run_1/layer_met2.png
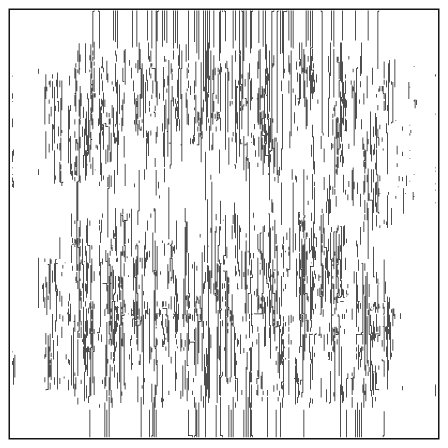
run_1/logic_types.png
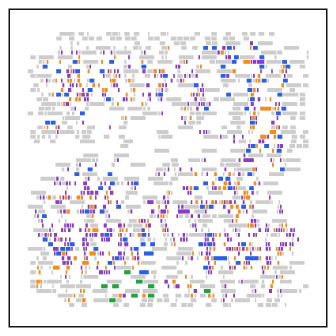
run_1/sizes.png
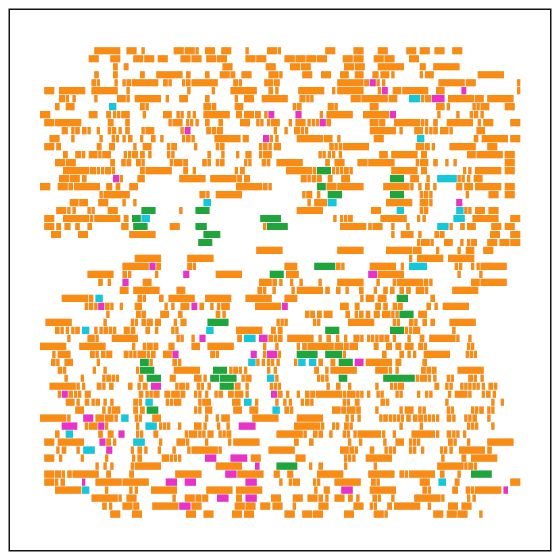
run_1/placement_by_type.png
Scale bar: 50 µm. Fill, decap, tap and diode cells in gray.
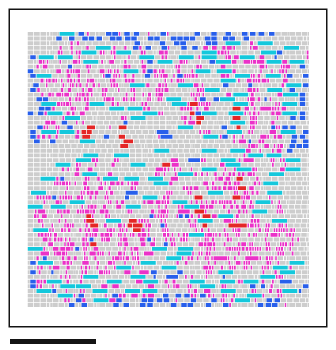
===== src/rtl/axis_pattern_gen.sv =====
// axis_pattern_gen: AXI4-Stream source emitting counted packets of incrementing data with TLAST and backpressure.
module axis_pattern_gen #(
  parameter logic [3:0] ID  = 4'h0,
  parameter int         DW  = 32,
  parameter int         LW  = 16,
  parameter int         IPG = 0
) (
  input  logic            gen_clk,
  input  logic            gen_resetn,
  input  logic            gen_start,
  input  logic [LW-1:0]   gen_pkt_len,
  input  logic [LW-1:0]   gen_pkt_num,
  input  logic [DW-1:0]   gen_seed,
  output logic            gen_busy,
  output logic            gen_done,
  output logic            gen_err,
  output logic [31:0]     gen_beat_cnt,
  output logic            gen_o_tvalid,
  input  logic            gen_o_tready,
  output logic [DW-1:0]   gen_o_tdata,
  output logic [DW/8-1:0] gen_o_tkeep,
  output logic [3:0]      gen_o_tdest,
  output logic            gen_o_tlast
);
  localparam logic [1:0] S_IDLE = 2'd0, S_SEND = 2'd1, S_GAP = 2'd2, S_DONE = 2'd3;
  localparam int GW = IPG > 1 ? $clog2(IPG) : 1;
  logic [1:0]    r_state;
  logic [LW-1:0] r_len, r_num, r_beat, r_pkt;
  logic [GW-1:0] r_gap;
  logic [DW-1:0] r_data;
  logic [31:0]   r_beat_cnt;
  logic          r_tvalid, r_tlast, r_busy, r_done, r_err;
  logic w_xfer, w_pkt_last, w_next_last, w_first_last, w_gap_end;
  assign w_xfer       = r_tvalid & gen_o_tready;
  assign w_pkt_last   = r_pkt == r_num - LW'(1);
  assign w_next_last  = r_beat == r_len - LW'(2);
  assign w_first_last = r_len == LW'(1);
  assign w_gap_end    = r_gap == GW'(IPG - 1);
  // tlast is precomputed one beat ahead so it is registered alongside tdata
  always_ff @(posedge gen_clk or negedge gen_resetn) begin
    if (!gen_resetn) begin
      r_state    <= S_IDLE;
      r_len      <= '0;
      r_num      <= '0;
      r_beat     <= '0;
      r_pkt      <= '0;
      r_gap      <= '0;
      r_data     <= '0;
      r_beat_cnt <= '0;
      r_tvalid   <= 1'b0;
      r_tlast    <= 1'b0;
      r_busy     <= 1'b0;
      r_done     <= 1'b0;
      r_err      <= 1'b0;
    end else begin
      r_done <= 1'b0;
      r_err  <= 1'b0;
      case (r_state)
        S_IDLE: if (gen_start) begin
          if (gen_pkt_len != '0 && gen_pkt_num != '0) begin
            r_state  <= S_SEND;
            r_len    <= gen_pkt_len;
            r_num    <= gen_pkt_num;
            r_data   <= gen_seed;
            r_beat   <= '0;
            r_pkt    <= '0;
            r_tvalid <= 1'b1;
            r_tlast  <= gen_pkt_len == LW'(1);
            r_busy   <= 1'b1;
          end else r_err <= 1'b1;
        end
        S_SEND: if (w_xfer) begin
          r_data     <= r_data + DW'(1);
          r_beat_cnt <= r_beat_cnt + 32'd1;
          if (!r_tlast) begin
            r_beat  <= r_beat + LW'(1);
            r_tlast <= w_next_last;
          end else if (w_pkt_last) begin
            r_state  <= S_DONE;
            r_tvalid <= 1'b0;
            r_tlast  <= 1'b0;
            r_busy   <= 1'b0;
            r_done   <= 1'b1;
          end else begin
            r_pkt  <= r_pkt + LW'(1);
            r_beat <= '0;
            if (IPG == 0) r_tlast <= w_first_last;
            else begin
              r_state  <= S_GAP;
              r_tvalid <= 1'b0;
              r_tlast  <= 1'b0;
              r_gap    <= '0;
            end
          end
        end
        S_GAP: if (w_gap_end) begin
          r_state  <= S_SEND;
          r_tvalid <= 1'b1;
          r_tlast  <= w_first_last;
        end else r_gap <= r_gap + GW'(1);
        default: r_state <= S_IDLE;
      endcase
    end
  end
  assign gen_busy     = r_busy;
  assign gen_done     = r_done;
  assign gen_err      = r_err;
  assign gen_beat_cnt = r_beat_cnt;
  assign gen_o_tvalid = r_tvalid;
  assign gen_o_tdata  = r_data;
  assign gen_o_tlast  = r_tlast;
  assign gen_o_tkeep  = '1;
  assign gen_o_tdest  = ID;
endmodule


===== config.mk =====
export PLATFORM = sky130hd
export DESIGN_NAME = axis_pattern_gen
export DESIGN_NICKNAME = d
export VERILOG_FILES = /design/src/rtl/axis_pattern_gen.sv
export SDC_FILE = /design/constraint.sdc
export NUM_CORES = 1
export LEC_CHECK = 0
export ABC_AREA = 1
export CAP_MARGIN = 30
export CORE_MARGIN = 10
export CORE_UTILIZATION = 33
export CTS_BUF_LIST = sky130_fd_sc_hd__clkbuf_8
export CTS_CLUSTER_SIZE = 28
export DETAILED_ROUTE_END_ITERATION = 12
export MAX_ROUTING_LAYER = met4
export PLACE_DENSITY_LB_ADDON = 0.08
export RECOVER_POWER = 100
export SLEW_MARGIN = 20
export SYNTH_ARGS = -nofsm -noshare
export SYNTH_HDL_FRONTEND = slang
export SYNTH_SLANG_ARGS = --single-unit
export TNS_END_PERCENT = 5

===== constraint.sdc =====
create_clock -name gen_clk -period 2.7 [get_ports gen_clk]
set_clock_uncertainty 0.1 [all_clocks]
set_input_delay 0.405 -clock gen_clk [delete_from_list [all_inputs] [get_ports gen_clk]]
set_output_delay 0.405 -clock gen_clk [all_outputs]
set_load 0.03 [all_outputs]

==> commit_impl_results.txt, run 1 <==
Log flow metrics for this revision

* Static Leakage: 5.05 nW
- Most used standard cells in the synthesized netlist: sky130_fd_sc_hd__nand2_1, sky130_fd_sc_hd__dfrtp_1, sky130_fd_sc_hd__nor2_1
- Final GP Congestion: 0.834
- HPWL Detailed: 19600 µm
- The switching portion of total power comes to 0.489.
- Wirelength per Cell: 15.3 µm
- The pin closest to its max-slew limit shows a slew of 1.89 ns.
* Layout Utilization: 0.423
- The synthesis report names the predominant flop master as sky130_fd_sc_hd__dfrtp_1.
* Boundary pin count: 145
- Net count of the finished layout: 1425
- In the final timing run, aggregate negative setup slack is 0 ns.
- TritonCTS clock tree: built
- Top cell type's share of synthesized area: 0.384
- For the worst reg-to-reg path, the startpoint reported by OpenROAD is r_state[1]$_DFFE_PN0P_.
- Per the repair_timing log after CTS, setup buffers inserted total 0.
* Period utilization: 0.914
- Count of flip-flops with a built-in enable after synthesis: 0
* Port-buffer cells: 136
- The most critical setup path has its startpoint at r_state[1]$_DFFE_PN0P_.
- The checks that failed: capacitance limit, slew limit.
* Via count: 8089
* Placed cell areas: 0.0108 mm²
- The number of global-route vias before repair came to 8341.
- Global-route wire length before repair: 43100 µm
- Of the cells placed in the final design, the portion with a size suffix greater than 1 is 0.0838.
- Once layout is complete, the cells apart from fillers number 1696.
- Mapped Avg Cell Area: 7.40 µm²
- Grouping non-sequential cells by family puts the most area in simple AND/OR/NAND/NOR gates.
- Counting the warning lines in the Yosys log gives 0.
- Top power consumer group: combinational logic
* Chip area estimate from yosys synthesis: 0.00886 mm²
* Largest contributor to cell area by class: multi-input combinational cells
* Inverter count: 127
- The number of hold buffers added after CTS was 1.
- Cell-by-cell trace of the critical path: inv_1, ha_1, nand3_4, nor2_4, nand2_1, nor2_4, nand2_2, nor3b_4, nand4_2, nor2_4, nand2_2, nor2_2, xor2_1
- Cell class contributing the biggest share of worst-path delay: simple AND/OR/NAND/NOR gates
- The floorplan step set the die height to 184 µm.
* Global route total overflow: 0
- Flop and latch count out of synthesis: 136
* Mapped Cells: 1198
- Power spread over the standard cell area amounts to 949 mW/mm².
* Fraction of power consumed by combinational cells: 0.509
- Combinational Power: 5.37 mW
- Number of max-cap violations: 1
- Sorting the Yosys area breakdown by cell type puts at the top sky130_fd_sc_hd__dfrtp_1.
- Type of the most critical hold path: reg2reg
* Detail-routed via count per cell: 4.77
- Outcome: finished with violations
- Crit path capture: gen_beat_cnt[31]$_DFFE_PN0P_
- In this run the VDD rail shows a maximum IR drop of 473 µV.
- Summed over the clock group, the power is 1.83 mW.
* Clock buffer depth: 2
* Data arrival time at the worst-slack endpoint: 2.74 ns
- Count of cell instances traversed by the critical path: 13
- Post-synth mux share: 0.0114
- Nature of the critical path endpoint: flop
* Standard-cell row count: 59
- Leaving out fill and tap cells, the most frequent cell in the layout is sky130_fd_sc_hd__nand2_1.
- In the layout the commonest cells are sky130_fd_sc_hd__nand2_1, sky130_fd_sc_hd__dfrtp_1, sky130_fd_sc_hd__nor2_1.
- Of the total power, registers draw 0.318.
- Sinks on the clock net: 136
- Core utilization at floorplan: 0.337
- Internal power: 5.40 mW
- Of the total power, the clock network draws 0.173.
- Total global-route track usage over all layers is 0.160.
- Of the synthesized area, sequential elements account for 0.384.
* Tally of OpenROAD warnings: 29
* Min Clock Period, post-route: 2.47 ns
- The first detailed-routing pass took 4 iterations.
- Clock buffers in the final layout number 17.
* Number of cell instances on the worst register-to-register path: 13
* Signal buffers: 167
- The final report lists the setup-violating endpoint count as 0.
- Sum of buffers and inverters on the critical path: 1
- Comb/total area: 0.427
* Number of flip-flops and latches: 136
- Of all flip-flops after synthesis, the portion carrying an async set or reset was 1.00.
* Fin. max-slew vios: 68
* Clock-cell share of area: 0.0374
- Per the slew report, the remaining headroom to the max-slew limit stands at -0.262.
- The core region is 0.0263 mm².
- Number of well taps: 335
* Post-synthesis cell count from yosys: 1198
- Worst hold slack: 0.375 ns
* Die W: 184 µm
- Worst hold path startpoint: gen_beat_cnt[31]$_DFFE_PN0P_
- Total Power Consumption: 10.6 mW
- Adder-cell share of the synthesized area: 0.0141
- The finished cells cover 0.0111 mm².
Back to the opening pictures, layer_met2.png:
nets with wire on the layer = 1123
main direction = vertical

Back to the opening pictures, logic_types.png:
orange -> nor cells  # cells 210, most used nor2_1, where widely spread
purple -> nand cells  # cells 418, most used nand2_1
blue -> xor and xnor cells  # cells 93, most used xor2_1
green -> mux cells  # cells 9, most used mux2_2, where bottom center

Back to the opening pictures, sizes.png:
green -> _6 and larger  # cells 36, share 2.6%
orange -> _0 and _1 cells  # cells 1246, share 92%
magenta -> _2 cells  # cells 48, share 3.5%
cyan -> _3 and _4 cells  # cells 30, share 2.2%

Back to the opening pictures, placement_by_type.png:
cyan -> sequential cells  # cells 136, share of their area 32%
magenta -> combinational and other logic  # cells 1025, share of their area 49%
red -> clock drivers and dummy loads  # cells 32, share of their area 3.9%
blue -> remaining buffers and delay cells  # cells 167, share of their area 15%

==> run 1: kinds of logic after synthesis <==
kind of cell	after synthesis
AND/OR/NAND/NOR	643
buffers and inverters	170
flip-flops	136
AND-OR/OR-AND	135
XOR/XNOR	93
adder cells (fa/ha/maj)	10
multiplexers	9
other	2
==> run 1: layer usage <==
layer | vias to the layer above | GRT usage | routed length [µm]
met5 | - | - | 0
met4 | 0 | 0.0341 | 200
met3 | 12 | 0.0281 | 916
met2 | 119 | 0.279 | 13000
met1 | 3787 | 0.189 | 11900
li1 | 4171 | - | -
==> run 1: state kept, by name, summed over array words and instances (netlist names) <==
register	cells
r_len	16
gen_done	1
gen_err	1
gen_o_tdata	32
gen_o_tlast	1
gen_beat_cnt	32
r_gap	1
r_pkt	16
r_beat	16
gen_busy	1
r_state	2
r_num	16
gen_o_tvalid	1
==> run 2, diff against run 1 <==
Settings changed: CTS_CLUSTER_SIZE 28 to 8.
run_2/logic_types.png
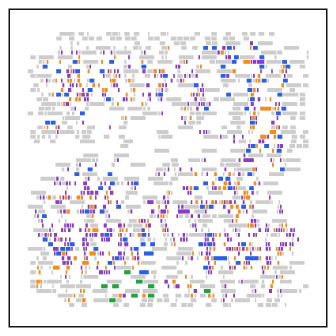
blue -> xor and xnor cells  # cells 93, most used xor2_1
purple -> nand cells  # cells 418, most used nand2_1
orange -> nor cells  # cells 210, most used nor2_1, where widely spread
green -> mux cells  # cells 9, most used mux2_2, where bottom center

==> run 2 against run 1 <==
  * The run still ends with capacitance limit, slew limit left
  * Sequential power is essentially flat
  * Die area is the same
  * Final area is the same
  * Register-to-register slack is essentially flat
==> commit_impl_results.txt, run 2 <==
Log flow metrics for this revision

- Placed cell areas: 0.0108 mm² (unchanged)
- The non-filler instance count after layout was 1696 (unchanged).
- Top cell type by total area after synthesis: sky130_fd_sc_hd__dfrtp_1 (unchanged)
* Most used standard cells in the synthesized netlist: sky130_fd_sc_hd__nand2_1, sky130_fd_sc_hd__dfrtp_1, sky130_fd_sc_hd__nor2_1 (unchanged)
- Signal buffers: 167 (unchanged)
* Commonest non-fill, non-tap cell in the layout: sky130_fd_sc_hd__nand2_1 (unchanged)
- Post-synth mux share: 0.0114 (unchanged)
- Global route total overflow: 0 (unchanged)
- Number of failing setup endpoints in the final timing report: 0 (unchanged)
- Fin. max-slew vios: 68 (unchanged)
* Clock buffer depth: 2 (unchanged)
- The class of the most critical hold timing path is reg2reg (unchanged).
- The placed wire-length estimate is 19600 µm (unchanged).
* Fraction of power consumed by combinational cells: 0.509 (about the same)
- The number of storage elements in the synthesis netlist was 136 (unchanged).
- The fraction of area in clock buffers and inverters is 0.0374 (unchanged).
- The tightest hold margin was 0.375 ns (unchanged).
- The number of cells in Yosys stat is 1198 (unchanged).
- Global-route usage over all layers: 0.160 (unchanged)
- The total iterations of the first detailed-routing run came to 4 (unchanged).
* Static Leakage: 5.05 nW (unchanged)
* Chip area estimate from yosys synthesis: 0.00886 mm² (unchanged)
* Number of cell instances on the worst register-to-register path: 13 (unchanged)
- The number of placement rows is 59 (unchanged).
- Power of the clock network: 1.83 mW (about the same)
- Cell-by-cell trace of the critical path: inv_1, ha_1, nand3_4, nor2_4, nand2_1, nor2_4, nand2_2, nor3b_4, nand4_2, nor2_4, nand2_2, nor2_2, xor2_1 (unchanged).
- Violated checks: capacitance limit, slew limit (unchanged).
* Internal power: 5.40 mW (unchanged)
* Inverter count: 127 (unchanged)
- Comb/total area: 0.427 (unchanged)
- The number of synthesis warnings was 0 (unchanged).
- Highest routing layer actually used: met4 (unchanged)
- The met3 wire length is 916 µm (unchanged).
- The cell kind with the greatest summed area was multi-input combinational cells (unchanged).
* Nature of the critical path endpoint: flop (unchanged)
- The number of buffers and inverters on the critical path came to 1 (unchanged).
- Top cell type's share of synthesized area: 0.384 (unchanged)
* Placeable Area: 0.0263 mm² (unchanged)
- Cell class contributing the biggest share of worst-path delay: simple AND/OR/NAND/NOR gates (unchanged)
- Sequential power share: 0.318 (about the same)
- The fraction of the core area occupied by cells at floorplan was 0.337 (unchanged).
* Met3 global-route usage: 0.0281 (unchanged)
- Outcome: finished with violations (unchanged)
- The share of cells above drive strength 1 came to 0.0838 (unchanged).
- Final GP Congestion: 0.834 (unchanged)
- The startpoint of the lowest-slack register-to-register path is r_state[1]$_DFFE_PN0P_ (unchanged).
- Met2 Resource Use GR: 0.279 (unchanged)
- Number of max-cap violations: 1 (unchanged)
- The instance count of the mapped netlist was 1198 (unchanged).
run_2/layer_met2.png
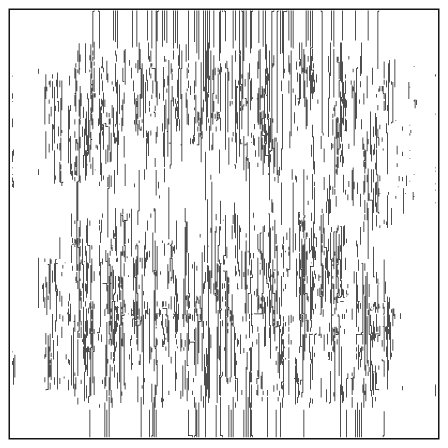
share of all routed wire = 50%
nets with wire on the layer = 1123
main direction = vertical
wire length on this layer = 13000 µm

## run 2: cell counts in the layout (fill, tap and decap cells not counted)
Identical to the previous run, type by type.
## run 2: how the worst max path moves through the flow
stage,startpoint,end,slack [ns],cells past startpoint
floorplan,r_num[0]$_DFFE_PN0P_,r_beat[7]$_DFFE_PN0P_,0.40,14
global placement,gen_pkt_num[1],r_beat[3]$_DFFE_PN0P_,0.05,12
detailed placement,gen_pkt_num[1],r_beat[3]$_DFFE_PN0P_,-0.02,12
CTS,r_num[0]$_DFFE_PN0P_,r_beat[4]$_DFFE_PN0P_,0.08,13
global route,r_num[4]$_DFFE_PN0P_,r_pkt[0]$_DFFE_PN0P_,0.008,16
finish,r_state[1]$_DFFE_PN0P_,gen_beat_cnt[31]$_DFFE_PN0P_,0.23,13
Power is estimated from default activity; no workload was simulated.
